### src/rtl/hazard_sequencer.sv
// Hazard unit for a 5-stage pipeline: operand forwarding, load-use and
// branch interlocks, a data-memory handshake FSM that freezes the pipe
// while an access is outstanding, and a saturating stall-cycle counter.

// One forwarding lane: resolves the E-stage mux select and the D-stage
// compare-bypass for a single source operand.
module hazard_fwd_lane (
  input  logic [4:0] srcE,
  input  logic [4:0] srcD,
  input  logic [4:0] writeregM,
  input  logic       regwriteM,
  input  logic [4:0] writeregW,
  input  logic       regwriteW,
  output logic [1:0] fwdE,
  output logic       fwdD
);
  logic hitM_E, hitW_E;
  assign hitM_E = regwriteM && (writeregM != 5'd0) && (writeregM == srcE);
  assign hitW_E = regwriteW && (writeregW != 5'd0) && (writeregW == srcE);
  // M result is newer than W, so it wins
  assign fwdE   = hitM_E ? 2'b10 : (hitW_E ? 2'b01 : 2'b00);
  assign fwdD   = regwriteM && (writeregM != 5'd0) && (writeregM == srcD);
endmodule

module hazard_sequencer (
  input  logic        clk,
  input  logic        reset_n,
  input  logic [4:0]  rsD,
  input  logic [4:0]  rtD,
  input  logic        branchD,
  input  logic        pcsrcD,
  input  logic [4:0]  rsE,
  input  logic [4:0]  rtE,
  input  logic [4:0]  writeregE,
  input  logic        regwriteE,
  input  logic        memtoregE,
  input  logic [4:0]  writeregM,
  input  logic        regwriteM,
  input  logic        memtoregM,
  input  logic        memwriteM,
  input  logic [4:0]  writeregW,
  input  logic        regwriteW,
  input  logic        mem_ready,
  output logic        mem_req,
  output logic        stallF,
  output logic        stallD,
  output logic        flushD,
  output logic        flushE,
  output logic        stallE,
  output logic        stallM,
  output logic        stallW,
  output logic        forwardAD,
  output logic        forwardBD,
  output logic [1:0]  forwardAE,
  output logic [1:0]  forwardBE,
  input  logic        clr_count,
  output logic [15:0] stall_count
);
  localparam int NUM_LANES = 2;  // lane 0 = rs (A), lane 1 = rt (B)

  localparam logic [1:0] S_IDLE = 2'd0;
  localparam logic [1:0] S_WAIT = 2'd1;
  localparam logic [1:0] S_DONE = 2'd2;

  logic [NUM_LANES-1:0][4:0] srcE, srcD;
  logic [NUM_LANES-1:0][1:0] fwdE;
  logic [NUM_LANES-1:0]      fwdD;

  assign srcE = {rtE, rsE};
  assign srcD = {rtD, rsD};

  genvar g;
  generate
    for (g = 0; g < NUM_LANES; g++) begin : g_lane
      hazard_fwd_lane u_lane (
        .srcE      (srcE[g]),
        .srcD      (srcD[g]),
        .writeregM (writeregM),
        .regwriteM (regwriteM),
        .writeregW (writeregW),
        .regwriteW (regwriteW),
        .fwdE      (fwdE[g]),
        .fwdD      (fwdD[g])
      );
    end
  endgenerate

  assign forwardAE = fwdE[0];
  assign forwardBE = fwdE[1];
  assign forwardAD = fwdD[0];
  assign forwardBD = fwdD[1];

  // Interlocks
  logic lwstall, branchstall, hzd;
  assign lwstall     = memtoregE && ((rtE == rsD) || (rtE == rtD));
  assign branchstall = branchD &&
                       ((regwriteE && ((writeregE == rsD) || (writeregE == rtD))) ||
                        (memtoregM && ((writeregM == rsD) || (writeregM == rtD))));
  assign hzd         = lwstall || branchstall;

  // Memory handshake FSM
  logic [1:0] state, state_nx;
  logic       memaccM, req_raw, mstall_raw, mem_stall;
  assign memaccM = memtoregM || memwriteM;

  // Next-state and handshake outputs; DONE is a one-cycle release slot
  always_comb begin
    state_nx   = state;
    req_raw    = 1'b0;
    mstall_raw = 1'b0;
    case (state)
      S_IDLE: if (memaccM) begin
        req_raw    = 1'b1;
        mstall_raw = 1'b1;
        state_nx   = S_WAIT;
      end
      S_WAIT: begin
        req_raw    = 1'b1;
        mstall_raw = 1'b1;
        if (mem_ready) state_nx = S_DONE;
      end
      S_DONE:  state_nx = S_IDLE;
      default: state_nx = S_IDLE;
    endcase
  end

  // Gate with reset so the request drops the instant reset asserts,
  // even for an IDLE-state request that has no register behind it.
  assign mem_req   = req_raw && reset_n;
  assign mem_stall = mstall_raw && reset_n;

  // FSM state register
  always_ff @(posedge clk or negedge reset_n) begin
    if (!reset_n) state <= S_IDLE;
    else          state <= state_nx;
  end

  // Pipeline control: a memory freeze overrides hazard flushing
  assign stallE = mem_stall;
  assign stallM = mem_stall;
  assign stallW = mem_stall;
  assign stallF = hzd || mem_stall;
  assign stallD = hzd || mem_stall;
  assign flushE = hzd && !mem_stall;
  assign flushD = pcsrcD && !stallD;

  // Saturating stall-cycle counter, clear wins over increment
  always_ff @(posedge clk or negedge reset_n) begin
    if (!reset_n)                             stall_count <= 16'd0;
    else if (clr_count)                       stall_count <= 16'd0;
    else if (stallF && stall_count != 16'hFFFF) stall_count <= stall_count + 16'd1;
  end
endmodule
### config.mk
export PLATFORM = sky130hd
export DESIGN_NAME = hazard_sequencer
export DESIGN_NICKNAME = d
export VERILOG_FILES = /design/src/rtl/hazard_sequencer.sv
export SDC_FILE = /design/constraint.sdc
export NUM_CORES = 1
export LEC_CHECK = 0
export CAP_MARGIN = 20
export CORE_UTILIZATION = 37
export CTS_BUF_LIST = sky130_fd_sc_hd__clkbuf_16
export CTS_CLUSTER_SIZE = 30
export DETAILED_ROUTE_END_ITERATION = 8
export HOLD_SLACK_MARGIN = 0.05
export PLACE_DENSITY_LB_ADDON = 0.12
export REMOVE_ABC_BUFFERS = 1
export SLEW_MARGIN = 25
export SYNTH_ARGS = -nofsm -noshare
export SYNTH_HDL_FRONTEND = slang
export SYNTH_SLANG_ARGS = --single-unit
### constraint.sdc
create_clock -name clk -period 3.7 [get_ports clk]
set_input_delay 0.37 -clock clk [delete_from_list [all_inputs] [get_ports clk]]
set_output_delay 0.37 -clock clk [all_outputs]
set_load 0.01 [all_outputs]
Metal 2:
The bar under the picture is 20 µm long.
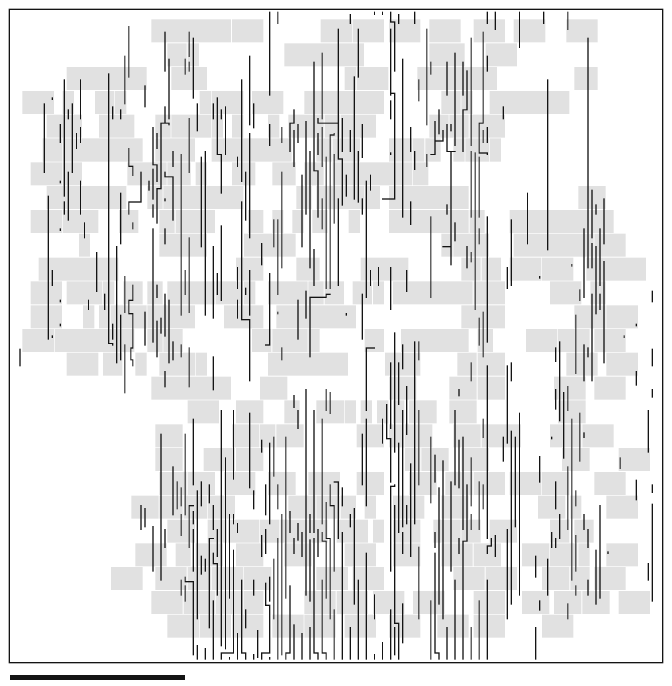
288 nets have wire on it. The layer holds 46% of the routed length.
vias after detailed routing: 1775
met2 demand-to-capacity share in global routing: 31.9%
Total Routed Length: 5.04 mm

The metal 1 layer:
The bar under the picture is 20 µm long. Supply wires on this layer in grey.
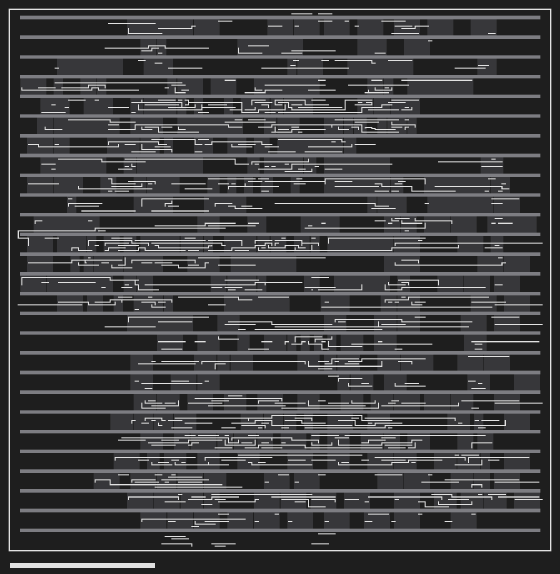
The layer carries 2440 µm of wire. 278 nets have wire on it. The layer holds 48% of the routed length.
global routing usage on met1: 25.8%

==> metrics.log <==
[flow] collecting metrics
INFO  metric irDropWorstVdd = 0.223 mV
INFO  metric layout.buffer.nonclock.area_share = 28.1%
INFO  metric combGateArea = 1350 µm²
INFO  metric cell_variety_after_synth = 44
INFO  metric maxSlewHeadroom = 38.1%
INFO  metric synth_cells = 214
INFO  metric placementRows = 26
INFO  metric cts_root_buf = sky130_fd_sc_hd__clkbuf_16
INFO  metric static-leakage-power = 0.00106 µW
INFO  metric worst_path_max_delay_cell = sky130_fd_sc_hd__clkdlybuf4s50_1
INFO  metric number_of_enable_flip_flop_cells = 0
INFO  metric yosys_register_bits = 18
INFO  metric count_of_inserted_antenna_diode_cells = 0
INFO  metric proportion_of_power_drawn_by_the_clock_network = 32.6%
INFO  metric logic_family = simple AND/OR/NAND/NOR gates
INFO  metric max_clock_freq = 313 MHz
INFO  metric worst_min_delay_path_startpoint = state[0]
INFO  metric remaining_drc_errors = 0
INFO  metric clk-insertion-delay-late = 0.25 ns
INFO  metric grt_pass1_wl = 8.16 mm
INFO  metric timing.critical_path.from_type = input pin
INFO  metric placement_setup_slack = 0.499 ns
INFO  metric cts.hold.buffers_added = 0
INFO  metric largestClassByArea = multi-input combinational cells
INFO  metric nets = 329
INFO  metric clock_area_share = 2.72%
INFO  metric cts_max_path_buffers = 2
INFO  metric critical_path_class = in2out
INFO  metric number_of_non_clock_inverters = 5
INFO  metric yosys_warnings = 0
INFO  metric comb_area_share = 49.0%
INFO  metric sequential_cell_area = 450 µm²
INFO  metric track_usage = 19.2%
INFO  metric die-width = 74.5 µm
INFO  metric netlist_area = 1940 µm²
INFO  metric power.internal = 474 µW
INFO  metric seq_share = 16.3%
INFO  metric worst-path-max-fanout = 17
INFO  metric setup-violations-final = 0
INFO  metric holdPathEnd = state[0]
INFO  metric worst_flop_to_flop_path_endpoint = stall_count[9]
INFO  metric critical_path_required = 3.33 ns
INFO  metric worstSetupEndpoint = stallD
INFO  metric worst_hold_path.num_cells = 1
INFO  metric post_synth_main_area_contributors = sky130_fd_sc_hd__dfrtp_1 23%, sky130_fd_sc_hd__xor2_1 14%, sky130_fd_sc_hd__xnor2_1 8.1%
INFO  metric layout_multi_input_combinational_cell_count = 175
INFO  metric post_cts.repair.setup_buffers = 0
INFO  metric worstRegToRegCells = 7
INFO  metric instances_no_fill = 349
INFO  metric async_reset_ff_share = 100%
INFO  metric fin_util = 54.3%
INFO  metric chip_area = 5550 µm²
INFO  metric power.density_cell_area = 242 nW/µm²
INFO  metric simple_gate_share = 25.6%
INFO  metric clk_transition_reported_paths = 0.05 ns
INFO  metric grt_setup_unrepaired = false
INFO  metric drv_slew = 0
INFO  metric overflow = 0
INFO  metric top_cells_by_count = 32 x sky130_fd_sc_hd__xor2_1, 19 x sky130_fd_sc_hd__nor2_1, 18 x sky130_fd_sc_hd__dfrtp_1, 18 x sky130_fd_sc_hd__xnor2_1
INFO  metric run_status = finished clean
INFO  metric dominantRegCellSynth = sky130_fd_sc_hd__dfrtp_1
INFO  metric grt_pass1_vias = 1687
INFO  metric cts_made_buffers = 3
INFO  metric height_of_the_chip = 74.5 µm
INFO  metric ys_sh_adder = 0.644%
INFO  metric dpl.hpwl = 3.99 mm
INFO  metric finalClockSkew = 0.00152 ns
INFO  metric compound_gate_fraction_of_synth_area = 13.0%
INFO  metric wl_per_cell = 14.4 µm
INFO  metric net_switching_power = 193 µW
INFO  metric slowest_delay = 0.63 ns
INFO  metric antenna_found_initial = 0
INFO  metric max_cap_violations = 0
INFO  metric timing.hold.ws = 0.480 ns
INFO  metric max_flop_register = stall_count
INFO  metric synth_dominant_cell_count = sky130_fd_sc_hd__xor2_1
INFO  metric synthesis.area_per_instance = 9.08 µm²
INFO  metric power.share.combinational = 34.9%
INFO  metric crit_arrival = 2.82 ns
INFO  metric seq_cells = 18
INFO  metric final_common_cell = sky130_fd_sc_hd__clkdlybuf4s50_1
Track usage over the die:
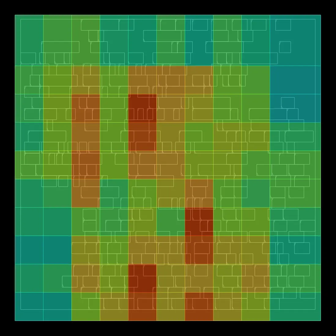
global routing's busiest layer: met2
met3 usage in global routing: 3.66%

Cell sizes after repair:
The bar under the picture is 20 µm long.
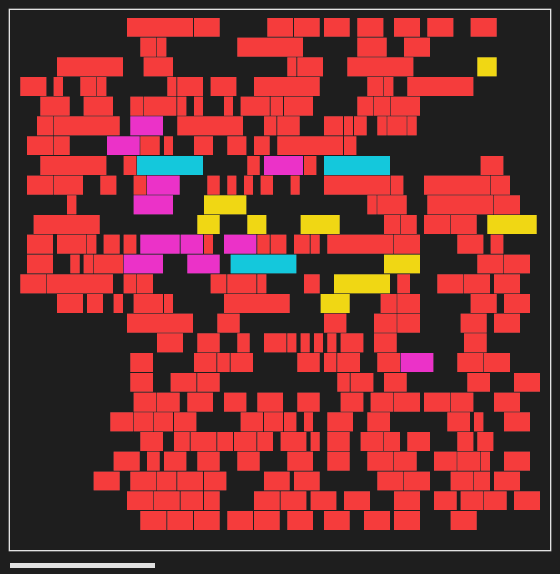
_3 and _4 cells: in yellow, cells 9. _0 and _1 cells: in red, cells 256. _2 cells: in magenta, cells 11. _6 and larger: in cyan, cells 3.
count of plain and timing-repair buffers in the layout: 78
area added between synthesis and finish: 41.9%
Worst Slack Setup Final: 0.506 ns

power groups by stage:
| stage | clock network [µW] | logic [µW] | registers (µW) |
|---|---|---|---|
| after floorplan | 0 | 103 | 220 |
| after global placement | 0 | 233 | 220 |
| after detailed placement | 0 | 234 | 220 |
| after CTS | 222 | 235 | 217 |
| after global routing | 227 | 255 | 218 |
| final | 218 | 233 | 216 |
metal layers:
| metal | global-route usage (%) | vias to the layer above | wire length, µm |
|---|---|---|---|
| met2 | 31.9 | 38 | 2310 |
| met5 | 0 | - | 0 |
| met3 | 3.66 | 5 | 246 |
| met4 | 3.77 | 0 | 40 |
| li1 | - | 881 | - |
| met1 | 25.8 | 851 | 2440 |
worst max-delay path: cells and delay by family:
kind            cells  cell delay [ns]
buf+inv             3             1.18
compound gates      1             0.24
simple gates        3             0.82
xor+xnor            1             0.20
Power figures rest on the tool's default switching activity, not on a simulated workload.
